**config.mk**
```make
export PLATFORM = sky130hd
export DESIGN_NAME = hazard_ctrl_seq
export DESIGN_NICKNAME = d
export VERILOG_FILES = /design/src/rtl/hazard_ctrl_seq.sv
export SDC_FILE = /design/constraint.sdc
export NUM_CORES = 1
export LEC_CHECK = 0
export CORE_ASPECT_RATIO = 1.5
export CORE_UTILIZATION = 43
export DETAILED_ROUTE_END_ITERATION = 8
export PLACE_DENSITY_LB_ADDON = 0.1
export REMOVE_ABC_BUFFERS = 1
export SYNTH_ARGS = -nofsm -noshare
export SYNTH_HDL_FRONTEND = slang
export SYNTH_SLANG_ARGS = --single-unit
```
**constraint.sdc**
```tcl
create_clock -name clk -period 2.2 [get_ports clk]
set_input_delay 0.22 -clock clk [delete_from_list [all_inputs] [get_ports clk]]
set_output_delay 0.22 -clock clk [all_outputs]
set_load 0.05 [all_outputs]
```
**src/rtl/hazard_ctrl_seq.sv**
```systemverilog
// Stateful hazard controller for the 5-stage core: forwarding selects, load-use stall, memory freeze
// with timeout, and deferred branch flush. Define HAZARD_PERF_CNT_EN to build the stall_cnt counter.
module hazard_ctrl_seq #(
  parameter int REG_AW      = 2,
  parameter bit IGNORE_REG0 = 1'b0,
  parameter int LOAD_LAT    = 1,
  parameter int MEM_TIMEOUT = 15
) (
  input  logic              clk,
  input  logic              rst_n,
  input  logic [REG_AW-1:0] id_rs,
  input  logic [REG_AW-1:0] id_rt,
  input  logic [REG_AW-1:0] ex_rd,
  input  logic [REG_AW-1:0] mem_rd,
  input  logic [REG_AW-1:0] wb_rd,
  input  logic              ex_reg_write,
  input  logic              mem_reg_write,
  input  logic              wb_reg_write,
  input  logic              ex_mem_read,
  input  logic              mem_req,
  input  logic              mem_ready,
  input  logic              branch_taken,
  output logic [1:0]        forward_a,
  output logic [1:0]        forward_b,
  output logic              stall_if,
  output logic              stall_id,
  output logic              stall_ex,
  output logic              stall_mem,
  output logic              bubble_ex,
  output logic              flush_id,
  output logic              mem_err,
  output logic [15:0]       stall_cnt
);

  typedef enum logic [1:0] {
    IDLE     = 2'd0,
    LU_WAIT  = 2'd1,
    MEM_WAIT = 2'd2
  } state_t;

  localparam logic [2:0] LCNT_INIT = 3'(LOAD_LAT - 1);
  localparam logic [7:0] TIMEOUT   = 8'(MEM_TIMEOUT);

  state_t     state_q, state_d;
  logic [2:0] lcnt_q, lcnt_d;
  logic [7:0] wcnt_q, wcnt_d;
  logic       pending_flush_q, pending_flush_d;

  logic       stall_front, stall_back, bubble, flush, err;
  logic       freeze_entry, flush_req, lu_hit;
  logic [7:0] wcnt_inc;
  logic [1:0] fwd_a_raw, fwd_b_raw;

  function automatic logic reg_match(input logic [REG_AW-1:0] rd, input logic wr,
                                     input logic [REG_AW-1:0] src);
    return wr && (rd == src) && !(IGNORE_REG0 && (src == '0));
  endfunction

  function automatic logic [1:0] fwd_sel(input logic [REG_AW-1:0] src);
    if (reg_match(ex_rd, ex_reg_write, src))        return 2'b11;
    else if (reg_match(mem_rd, mem_reg_write, src)) return 2'b01;
    else if (reg_match(wb_rd, wb_reg_write, src))   return 2'b10;
    else                                            return 2'b00;
  endfunction

  assign freeze_entry = mem_req && !mem_ready;
  assign flush_req    = branch_taken || pending_flush_q;
  assign lu_hit       = ex_mem_read &&
                        (reg_match(ex_rd, ex_reg_write, id_rs) || reg_match(ex_rd, ex_reg_write, id_rt));
  assign wcnt_inc     = (wcnt_q == 8'hFF) ? wcnt_q : wcnt_q + 8'd1;

  always_comb begin
    state_d         = state_q;
    lcnt_d          = lcnt_q;
    wcnt_d          = wcnt_q;
    pending_flush_d = pending_flush_q;
    stall_front     = 1'b0;
    stall_back      = 1'b0;
    bubble          = 1'b0;
    flush           = 1'b0;
    err             = 1'b0;
    case (state_q)
      IDLE, LU_WAIT: begin
        if (freeze_entry) begin
          stall_front = 1'b1;
          stall_back  = 1'b1;
          wcnt_d      = 8'd1;
          state_d     = MEM_WAIT;
          if (branch_taken) pending_flush_d = 1'b1;
        end else if (flush_req) begin
          flush           = 1'b1;
          bubble          = 1'b1;
          pending_flush_d = 1'b0;
          lcnt_d          = 3'd0;
          state_d         = IDLE;
        end else if (state_q == LU_WAIT) begin
          stall_front = 1'b1;
          bubble      = 1'b1;
          lcnt_d      = lcnt_q - 3'd1;
          if (lcnt_q <= 3'd1) begin
            lcnt_d  = 3'd0;
            state_d = IDLE;
          end
        end else if (lu_hit) begin
          stall_front = 1'b1;
          bubble      = 1'b1;
          if (LOAD_LAT > 1) begin
            lcnt_d  = LCNT_INIT;
            state_d = LU_WAIT;
          end
        end
      end
      MEM_WAIT: begin
        stall_front = 1'b1;
        stall_back  = 1'b1;
        if (branch_taken) pending_flush_d = 1'b1;
        // wcnt_inc is the number of wait cycles including this one
        if (mem_ready) begin
          wcnt_d  = 8'd0;
          state_d = (lcnt_q != 3'd0) ? LU_WAIT : IDLE;
        end else if (wcnt_inc >= TIMEOUT) begin
          err     = 1'b1;
          wcnt_d  = 8'd0;
          lcnt_d  = 3'd0;
          state_d = IDLE;
        end else begin
          wcnt_d = wcnt_inc;
        end
      end
      default: begin
        state_d = IDLE;
      end
    endcase
  end

  assign fwd_a_raw = fwd_sel(id_rs);
  assign fwd_b_raw = fwd_sel(id_rt);

  // Outputs held at zero for as long as reset is asserted
  always_comb begin
    forward_a = 2'b00;
    forward_b = 2'b00;
    stall_if  = 1'b0;
    stall_id  = 1'b0;
    stall_ex  = 1'b0;
    stall_mem = 1'b0;
    bubble_ex = 1'b0;
    flush_id  = 1'b0;
    mem_err   = 1'b0;
    if (rst_n) begin
      stall_if  = stall_front;
      stall_id  = stall_front;
      stall_ex  = stall_back;
      stall_mem = stall_back;
      bubble_ex = bubble;
      flush_id  = flush;
      mem_err   = err;
      if (!stall_front && !flush) begin
        forward_a = fwd_a_raw;
        forward_b = fwd_b_raw;
      end
    end
  end

  always_ff @(posedge clk or negedge rst_n) begin
    if (!rst_n) begin
      state_q         <= IDLE;
      lcnt_q          <= 3'd0;
      wcnt_q          <= 8'd0;
      pending_flush_q <= 1'b0;
    end else begin
      state_q         <= state_d;
      lcnt_q          <= lcnt_d;
      wcnt_q          <= wcnt_d;
      pending_flush_q <= pending_flush_d;
    end
  end

`ifdef HAZARD_PERF_CNT_EN
  logic [15:0] stall_cnt_q, stall_cnt_d;

  always_comb begin
    stall_cnt_d = stall_cnt_q;
    if (stall_if && (stall_cnt_q != 16'hFFFF)) stall_cnt_d = stall_cnt_q + 16'd1;
  end

  always_ff @(posedge clk or negedge rst_n) begin
    if (!rst_n) stall_cnt_q <= 16'd0;
    else        stall_cnt_q <= stall_cnt_d;
  end

  assign stall_cnt = stall_cnt_q;
`else
  assign stall_cnt = 16'd0;
`endif

endmodule

```
Fig. 1: I/O nets highlighted
(4 px per um)
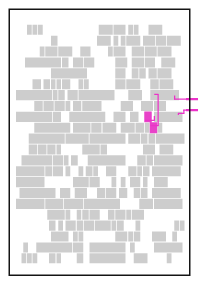
Key: magenta = forward_b [direction output, edge right, end cells 2, buffers 2, wire 21.9 um]
I/O Buffers: 29
num ports: 46

==> changes_impl.md <==
## Implementation

- H-tree levels: 1
- Sequential Power Share: 34.8%
- Drc violations: 0
- Worst setup path endpoint: mem_err
- Crit-path cells: ha_4 > nor2b_1 > o2111a_2 > o311a_4 > buf_12
- Share of flip-flops with an asynchronous set or reset: 100%
- Worst setup margin: between 0.07 and 0.08 ns
- Number of CTS-inserted buffers: 3
- Seq share, synth: 29.7%
- Crit path max-delay family: AND-OR/OR-AND gates
- Final Hold Viols: 0
- Max incr delay on CP: 0.42 ns
- Critical path type: flop to primary output
- Setup crit end kind: primary output
- Yosys Instances: between 100 and 150
- Die area: ~0.0030 mm2
- Critical path fanouts, max: 5
- Final worst path period share: a little over nine tenths
- Status: finished clean
- Comb pwr share: between 40% and 50%
- Tightest Hold Check Type: input pin to asynchronous set/reset pin
- Global-route wire length before repair: around 4500 um
- Mapped Cells: roughly 140
- Core area: 0.00253 mm2
- MaxCap Viol Count: 0
- Clk root buf: clkbuf_4
- Clock slew at reported path FFs: ~0.090 ns
- R2r worst-path depth: 6
- Placed insts: around 210
- Initial drt markers: 39
- CTS tree: built
- Final setup violation count: 0
- Peak supply drop: ~0.00038 V
- Pint: between 500 and 600 uW
- Layout cells sized above 1: 20.2%
- RSZ-0062 raised after global routing: no
- Clk ins delay skew pair: roughly 0.28 ns
- Switching share of total power: between 30% and 40%
- Slew headroom: 64.1%
- Initial antenna violation count: 0
- Routed Antenna Nets: 0
Fig. 2: placed standard cells
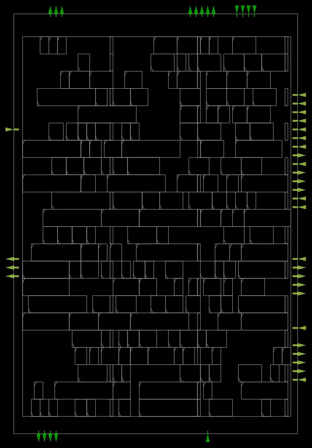
Fillers: 220
flop share of the area: 20.6%
final cell count without fillers: 219
flop count: 14

[area by class of cell]
type	instances	area share, %
well taps	36	2.65
inverters	9	1.98
flip-flops and latches	14	20.6
clock buffers	4	2.13
multi-input cells	115	43.8
repair buffers	41	28.8
[sequential cells by signal (all words and copies together), names as in the netlist]
| register | count |
|---|---|
| state_q | 2 |
| lcnt_q | 3 |
| wcnt_q | 8 |
| pending_flush_q | 1 |
[cell usage after synthesis (2+ instances only)]
master    instances  area share, %
a21boi_0          2            1.3
a21oi_1          11            4.7
a41oi_1           2            1.5
and2_1            4            2.1
and3_1            4            2.1
buf_4            18             11
dfrtp_1          14             30
ha_1              4            4.2
inv_1             9            2.9
nand2_1          12            3.8
nand3_1           4            1.7
nand4_1           2            1.1
nor2_1            8            2.5
nor2b_1           3            1.6
nor3_1            6            2.5
o21ai_0           6            2.5
o31ai_1           2            1.3
xnor2_1          12            8.9
[power by group through the flow]
stage / Sequential, mW / Clock [mW] / Combinational [mW]
after floorplan: 0.291 / 0 / 0.186
after global placement: 0.290 / 0 / 0.318
after detailed placement: 0.292 / 0 / 0.322
after CTS: 0.284 / 0.193 / 0.334
after global routing: 0.291 / 0.204 / 0.374
final: 0.288 / 0.187 / 0.351
[metal layers]
metal | share of wire [%] | up-vias | GRT usage, %
met4 | 1.7 | 0 | 8.71
met1 | 40 | 527 | 23.9
met5 | 0 | - | 0
li1 | - | 547 | -
met3 | 5.4 | 7 | 2.19
met2 | 53 | 44 | 36.2
[kinds of logic (layout without fill, tap and decap cells)]
family / after synthesis / count (layout) / synth area share [%]
compound gates: 33 / 33 / 19.4
xor+xnor: 12 / 12 / 8.91
fa+ha+maj: 4 / 4 / 4.24
buf+inv: 28 / 54 / 14.7
flops: 14 / 14 / 29.7
other cells: 1 / 16 / 0.318
simple gates: 50 / 50 / 22.7
[stage by stage]
stage | TNS (ns) | hold slack, ns | instance area, um2
after floorplan | -0.700 | -0.0756 | 1100
after global placement | 0 | 0.489 | 1610
after detailed placement | 0 | 0.509 | 1610
after CTS | 0 | 0.399 | 1660
after global routing | 0 | 0.420 | 1700
final | 0 | 0.415 | 1700
[worst min-delay path by stage]
| stage | slack [ns] | from | endpoint |
|---|---|---|---|
| finish | 0.42 | rst_n | state_q[1]$_DFFE_PN0P_ |
| global route | 0.42 | rst_n | state_q[1]$_DFFE_PN0P_ |
| CTS | 0.40 | rst_n | state_q[1]$_DFFE_PN0P_ |
| detailed placement | 0.51 | lcnt_q[2]$_DFFE_PN0P_ | lcnt_q[2]$_DFFE_PN0P_ |
| global placement | 0.49 | lcnt_q[2]$_DFFE_PN0P_ | lcnt_q[2]$_DFFE_PN0P_ |
| floorplan | -0.08 | rst_n | lcnt_q[0]$_DFFE_PN0P_ |
[repair_timing]
| item | CTS | global route |
|---|---|---|
| setup buffers | 1 | 2 |
| setup endpoints to repair | 1 | 5 |
| gates cloned | 0 | 0 |
| resized | 1 | 8 |
| pin swaps | 0 | 2 |
Power and IR drop assume default switching activity.
